[src/rtl/cpu_trace_monitor_if.sv]
// Trace monitor bus: master is the CPU/host side, slave is the monitor.
interface cpu_trace_monitor_if #(
    parameter int XLEN  = 32,
    parameter int DEPTH = 16,
    parameter int CNT_W = 32
);
    logic                       start_i;
    logic                       wb_en_i;
    logic [4:0]                 wb_rd_i;
    logic [XLEN-1:0]            wb_data_i;
    logic [XLEN-1:0]            wb_pc_i;
    logic [31:0]                id_instr_i;
    logic                       stall_i;
    logic                       rd_en_i;
    logic                       trace_valid_o;
    logic [4:0]                 trace_rd_o;
    logic [XLEN-1:0]            trace_data_o;
    logic [XLEN-1:0]            trace_pc_o;
    logic [$clog2(DEPTH):0]     count_o;
    logic                       overflow_o;
    logic                       halt_o;
    logic [1:0]                 state_o;
    logic [CNT_W-1:0]           cycle_cnt_o;
    logic [CNT_W-1:0]           retire_cnt_o;
    logic [CNT_W-1:0]           drop_cnt_o;

    modport master (
        output start_i, wb_en_i, wb_rd_i, wb_data_i, wb_pc_i, id_instr_i, stall_i, rd_en_i,
        input  trace_valid_o, trace_rd_o, trace_data_o, trace_pc_o, count_o, overflow_o,
               halt_o, state_o, cycle_cnt_o, retire_cnt_o, drop_cnt_o
    );

    modport slave (
        input  start_i, wb_en_i, wb_rd_i, wb_data_i, wb_pc_i, id_instr_i, stall_i, rd_en_i,
        output trace_valid_o, trace_rd_o, trace_data_o, trace_pc_o, count_o, overflow_o,
               halt_o, state_o, cycle_cnt_o, retire_cnt_o, drop_cnt_o
    );
endinterface

[src/rtl/cpu_trace_monitor.sv]
// Commit-trace monitor: buffers register write-backs in a show-ahead FIFO,
// keeps cycle/retire/drop counters and detects end of program.
//
//   state | meaning
//   IDLE  | waiting for start, nothing captured
//   RUN   | capturing, watching ID for a run of zero instructions
//   DRAIN | capturing in-flight write-backs for DRAIN_CYC cycles
//   DONE  | capture frozen, FIFO still poppable, halt once empty
module cpu_trace_monitor #(
    parameter int XLEN      = 32,
    parameter int DEPTH     = 16,
    parameter int CNT_W     = 32,
    parameter int HALT_RUN  = 1,
    parameter int DRAIN_CYC = 3
) (
    input  logic              clk_i,
    input  logic              rst_i,
    cpu_trace_monitor_if.slave bus
);
    localparam int AW = $clog2(DEPTH);
    localparam int CW = AW + 1;
    localparam int ZW = $clog2(HALT_RUN + 1);
    localparam int DW = (DRAIN_CYC < 2) ? 1 : $clog2(DRAIN_CYC);

    typedef enum logic [1:0] {
        S_IDLE  = 2'd0,
        S_RUN   = 2'd1,
        S_DRAIN = 2'd2,
        S_DONE  = 2'd3
    } state_t;

    state_t           state_q, state_d;
    logic [ZW-1:0]    zrun_q, zrun_d;
    logic [DW-1:0]    dcnt_q, dcnt_d;
    logic [AW-1:0]    wr_ptr_q, rd_ptr_q;
    logic [CW-1:0]    count_q;
    logic [CNT_W-1:0] cycle_q, retire_q, drop_q;
    logic             overflow_q, halt_q;

    logic [4:0]       mem_rd   [DEPTH];
    logic [XLEN-1:0]  mem_data [DEPTH];
    logic [XLEN-1:0]  mem_pc   [DEPTH];

    logic capture, empty, full, pop, push_req, push, drop;

    assign capture  = (state_q == S_RUN) || (state_q == S_DRAIN);
    assign empty    = (count_q == '0);
    assign full     = (count_q == CW'(DEPTH));
    assign pop      = bus.rd_en_i && !empty;
    assign push_req = capture && bus.wb_en_i && (bus.wb_rd_i != '0);
    // A pop frees the slot on the same edge, so a push into a full FIFO survives.
    assign push     = push_req && (!full || pop);
    assign drop     = push_req && full && !pop;

    always_comb begin
        state_d = state_q;
        zrun_d  = zrun_q;
        dcnt_d  = dcnt_q;
        unique case (state_q)
            S_IDLE: begin
                if (bus.start_i) begin
                    state_d = S_RUN;
                    zrun_d  = '0;
                end
            end
            S_RUN: begin
                if (!bus.stall_i) begin
                    if (bus.id_instr_i != '0) begin
                        zrun_d = '0;
                    end else if (zrun_q == ZW'(HALT_RUN - 1)) begin
                        zrun_d  = '0;
                        dcnt_d  = DW'(DRAIN_CYC - 1);
                        state_d = (DRAIN_CYC == 0) ? S_DONE : S_DRAIN;
                    end else begin
                        zrun_d = zrun_q + 1'b1;
                    end
                end
            end
            S_DRAIN: begin
                if (dcnt_q == '0) state_d = S_DONE;
                else              dcnt_d  = dcnt_q - 1'b1;
            end
            default: ;
        endcase
    end

    always_ff @(posedge clk_i or posedge rst_i) begin
        if (rst_i) begin
            state_q    <= S_IDLE;
            zrun_q     <= '0;
            dcnt_q     <= '0;
            wr_ptr_q   <= '0;
            rd_ptr_q   <= '0;
            count_q    <= '0;
            cycle_q    <= '0;
            retire_q   <= '0;
            drop_q     <= '0;
            overflow_q <= 1'b0;
            halt_q     <= 1'b0;
        end else begin
            state_q <= state_d;
            zrun_q  <= zrun_d;
            dcnt_q  <= dcnt_d;
            if (push) wr_ptr_q <= wr_ptr_q + 1'b1;
            if (pop)  rd_ptr_q <= rd_ptr_q + 1'b1;
            if (push && !pop)      count_q <= count_q + 1'b1;
            else if (pop && !push) count_q <= count_q - 1'b1;
            if (capture && cycle_q != '1)                 cycle_q  <= cycle_q + 1'b1;
            if (capture && bus.wb_en_i && retire_q != '1) retire_q <= retire_q + 1'b1;
            if (drop && drop_q != '1)                     drop_q   <= drop_q + 1'b1;
            if (drop) overflow_q <= 1'b1;
            if (state_q == S_DONE && empty) halt_q <= 1'b1;
        end
    end

    always_ff @(posedge clk_i) begin
        if (push) begin
            mem_rd[wr_ptr_q]   <= bus.wb_rd_i;
            mem_data[wr_ptr_q] <= bus.wb_data_i;
            mem_pc[wr_ptr_q]   <= bus.wb_pc_i;
        end
    end

    assign bus.trace_valid_o = !empty;
    assign bus.trace_rd_o    = empty ? '0 : mem_rd[rd_ptr_q];
    assign bus.trace_data_o  = empty ? '0 : mem_data[rd_ptr_q];
    assign bus.trace_pc_o    = empty ? '0 : mem_pc[rd_ptr_q];
    assign bus.count_o       = count_q;
    assign bus.overflow_o    = overflow_q;
    assign bus.halt_o        = halt_q;
    assign bus.state_o       = state_q;
    assign bus.cycle_cnt_o   = cycle_q;
    assign bus.retire_cnt_o  = retire_q;
    assign bus.drop_cnt_o    = drop_q;
endmodule

[src/flat_wrapper.sv]
// flat-port wrapper written by rule: the top's interface ports become plain ports
module cpu_trace_monitor_flat 
#(
    parameter int XLEN      = 32,
    parameter int DEPTH     = 16,
    parameter int CNT_W     = 32,
    parameter int HALT_RUN  = 1,
    parameter int DRAIN_CYC = 3
)
  (clk_i, rst_i, bus_start_i, bus_wb_en_i, bus_wb_rd_i, bus_wb_data_i, bus_wb_pc_i, bus_id_instr_i, bus_stall_i, bus_rd_en_i, bus_trace_valid_o, bus_trace_rd_o, bus_trace_data_o, bus_trace_pc_o, bus_count_o, bus_overflow_o, bus_halt_o, bus_state_o, bus_cycle_cnt_o, bus_retire_cnt_o, bus_drop_cnt_o);
  cpu_trace_monitor_if #(.XLEN(XLEN), .DEPTH(DEPTH), .CNT_W(CNT_W)) bus_i ();
  input  logic clk_i;
  input  logic rst_i;
  input wire logic [$bits(bus_i.start_i)-1:0] bus_start_i;
  input wire logic [$bits(bus_i.wb_en_i)-1:0] bus_wb_en_i;
  input wire logic [$bits(bus_i.wb_rd_i)-1:0] bus_wb_rd_i;
  input wire logic [$bits(bus_i.wb_data_i)-1:0] bus_wb_data_i;
  input wire logic [$bits(bus_i.wb_pc_i)-1:0] bus_wb_pc_i;
  input wire logic [$bits(bus_i.id_instr_i)-1:0] bus_id_instr_i;
  input wire logic [$bits(bus_i.stall_i)-1:0] bus_stall_i;
  input wire logic [$bits(bus_i.rd_en_i)-1:0] bus_rd_en_i;
  output wire logic [$bits(bus_i.trace_valid_o)-1:0] bus_trace_valid_o;
  output wire logic [$bits(bus_i.trace_rd_o)-1:0] bus_trace_rd_o;
  output wire logic [$bits(bus_i.trace_data_o)-1:0] bus_trace_data_o;
  output wire logic [$bits(bus_i.trace_pc_o)-1:0] bus_trace_pc_o;
  output wire logic [$bits(bus_i.count_o)-1:0] bus_count_o;
  output wire logic [$bits(bus_i.overflow_o)-1:0] bus_overflow_o;
  output wire logic [$bits(bus_i.halt_o)-1:0] bus_halt_o;
  output wire logic [$bits(bus_i.state_o)-1:0] bus_state_o;
  output wire logic [$bits(bus_i.cycle_cnt_o)-1:0] bus_cycle_cnt_o;
  output wire logic [$bits(bus_i.retire_cnt_o)-1:0] bus_retire_cnt_o;
  output wire logic [$bits(bus_i.drop_cnt_o)-1:0] bus_drop_cnt_o;
  assign bus_i.start_i = bus_start_i;
  assign bus_i.wb_en_i = bus_wb_en_i;
  assign bus_i.wb_rd_i = bus_wb_rd_i;
  assign bus_i.wb_data_i = bus_wb_data_i;
  assign bus_i.wb_pc_i = bus_wb_pc_i;
  assign bus_i.id_instr_i = bus_id_instr_i;
  assign bus_i.stall_i = bus_stall_i;
  assign bus_i.rd_en_i = bus_rd_en_i;
  assign bus_trace_valid_o = bus_i.trace_valid_o;
  assign bus_trace_rd_o = bus_i.trace_rd_o;
  assign bus_trace_data_o = bus_i.trace_data_o;
  assign bus_trace_pc_o = bus_i.trace_pc_o;
  assign bus_count_o = bus_i.count_o;
  assign bus_overflow_o = bus_i.overflow_o;
  assign bus_halt_o = bus_i.halt_o;
  assign bus_state_o = bus_i.state_o;
  assign bus_cycle_cnt_o = bus_i.cycle_cnt_o;
  assign bus_retire_cnt_o = bus_i.retire_cnt_o;
  assign bus_drop_cnt_o = bus_i.drop_cnt_o;
  cpu_trace_monitor #(.XLEN(XLEN), .DEPTH(DEPTH), .CNT_W(CNT_W), .HALT_RUN(HALT_RUN), .DRAIN_CYC(DRAIN_CYC)) u_core (.clk_i(clk_i), .rst_i(rst_i), .bus(bus_i));
endmodule
[config.mk]
export PLATFORM = sky130hd
export DESIGN_NAME = cpu_trace_monitor_flat
export DESIGN_NICKNAME = d
export VERILOG_FILES = /design/src/rtl/cpu_trace_monitor_if.sv /design/src/rtl/cpu_trace_monitor.sv /design/src/flat_wrapper.sv
export SDC_FILE = /design/constraint.sdc
export NUM_CORES = 1
export LEC_CHECK = 0
export CAP_MARGIN = 40
export CORE_MARGIN = 2
export CORE_UTILIZATION = 55
export CTS_BUF_LIST = sky130_fd_sc_hd__clkbuf_2
export DETAILED_ROUTE_END_ITERATION = 6
export GPL_TIMING_DRIVEN = 0
export MAX_ROUTING_LAYER = met4
export PLACE_DENSITY_LB_ADDON = 0.1
export SKIP_CTS_REPAIR_TIMING = 1
export SLEW_MARGIN = 20
export SYNTH_ARGS = -nofsm -noshare
export SYNTH_HDL_FRONTEND = slang
export SYNTH_SLANG_ARGS = --single-unit
export TNS_END_PERCENT = 10
[constraint.sdc]
create_clock -name clk_i -period 7.4 [get_ports clk_i]
set_input_delay 1.48 -clock clk_i [delete_from_list [all_inputs] [get_ports clk_i]]
set_output_delay 1.48 -clock clk_i [all_outputs]
set_load 0.01 [all_outputs]
### Supply network

Scale bar: 100 um. Pins as bars on the die edge. Tap cells in gray.
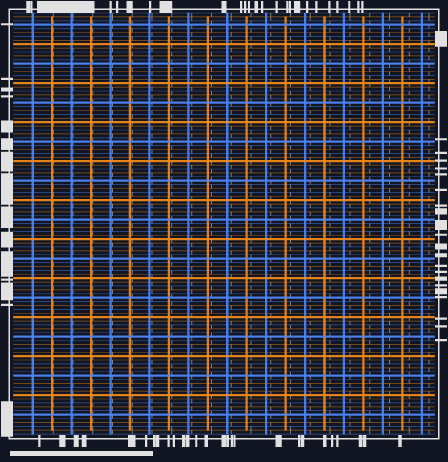
Key: orange = VDD; blue = VSS
21 straps on met5. The core has 108 rows.
die height: 299 um
CORE AREA: 86300 sq um
VDD IR max: 0.132 mV
chip width: 299 um

### Placement by cell class

Scale bar: 100 um.
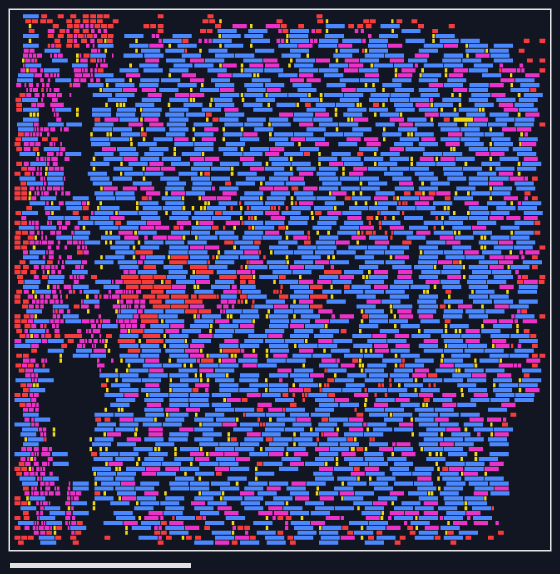
Key: red = other buffers and delay cells [cells 448, share of their area 8.4%]; magenta = combinational and other logic [cells 869, share of their area 21%]; blue = flops [cells 1219, share of their area 66%]; yellow = clock drivers and dummy loads [cells 526, share of their area 4.8%]
num rows: 108
sequential share of cell area: 64.3%
fin util: 64.9%
post-route cell area: 56000 sq um

==> CHANGELOG.md <==
### Implementation results

- Comb/total area: 20.1%
- Clock group power: 4.28 mW
- DPL Wire Length: 67600 um
- Most frequent cells in the layout: edfxtp_1 (1104), clkbuf_2 (472), mux4_2 (345), clkdlybuf4s50_1 (281), dfrtp_1 (115)
- CTS tree: built
- Main logic family after synthesis: multiplexers
- Met2 wire length: 57800 um
- Met1 WL: 43500 um
- Log Warnings: 34
- Yosys Instances: 2186
- Sequential power share: 62.9%
- Flop area: 36000 sq um
- Clock buffer count from CTS: 320
- Worst Max-Slew Pin Slew: 955 ps
- Worst hold slack: 462 ps
- EDFF count, synth: 1104
- Worst hold path type: primary input to asynchronous set/reset pin
- Post-synth regs: 1219
- Slew Limit Headroom: 36.4%
- # setup viols final: 0
- DR vias: 25200
- Reg-to-reg endpoint: u_core.mem_pc[14][16]
- Synth Cell Area: 47700 sq um
- Worst-path clk slew: 90 ps
- Gate Area: 11200 sq um
- Logic pwr share: 1.2%
- GRT met3 Usage: 6.46%
- XOR-XNOR Cells, Area Fraction: 1.82%
- Ratio of final minimum period to clock period: 89.6%
- Top power group: sequential cells
- Critical Path Stages: 7
- Placed inst area: 53300 sq um
- Status: finished clean
- Top post-synthesis cells by count: edfxtp_1 (1104), mux4_2 (345), dfrtp_1 (115)
- Reg2reg start: u_core.bus.state_o[0]
- Comb gates: 843
- Synth Flop Type: edfxtp_1
- H-tree depth: 5
- Layout cells sized above 1: 31.9%
- Inverters: 26
- Largest registers: u_core.mem_data (512), u_core.mem_pc (512), u_core.mem_rd (80)
- Clock latency on the worst-skew pair: 1500 ps
- Met3 Routed Length: 9810 um
- Total Wirelength: 113000 um
- Syn nets: 2312
- Biggest Area Class: sequential cells
- Critical Path Source: u_core.rd_ptr_q[1]
- Final WS setup: 766 ps
- Critical path class: register to output pin
- Max-slew violation count: 0
- Critical Path End Type: output pin
- Worst Reg-to-Reg Cells: 11
- Plain + repair buffers: 448
- WP buf/inv: 4
- Power Total: 11.9 mW
- Routed Antenna Nets: 0
- Basic Gates by Area: 4.24%
- Nets: 2984
- Clock buffers: 472
- Worst path arrival time: 5150 ps
- Number of global-route vias before repair: 26900
- GR peak layer: met2
- FFs w/ async S/R, synth: 9.43%
- Setup_tns: 0 ps
- Non-clock buffering overhead: 8.18%
- IO Pins: 282
- ANT cells: 6
- Flop count: 1219
- WL/cell: 26.8 um
- Critical-path top delay cell: clkbuf_1
- Post-route DRC: 0
- Crit path DRT: 5920 ps
- Adder Area Share: 0.514%
- Layout filler cell count: 5918
- Max Used Layer: met4
- Clock Sinks: 1219
- Cells along the critical path: buf_2 -> clkbuf_1 -> clkbuf_1 -> mux4_2 -> mux4_2 -> and2_1 -> clkdlybuf4s50_1
- F_max: 0.151 GHz
- Number of buffers added on ports: 281
Power and IR drop assume default switching activity.
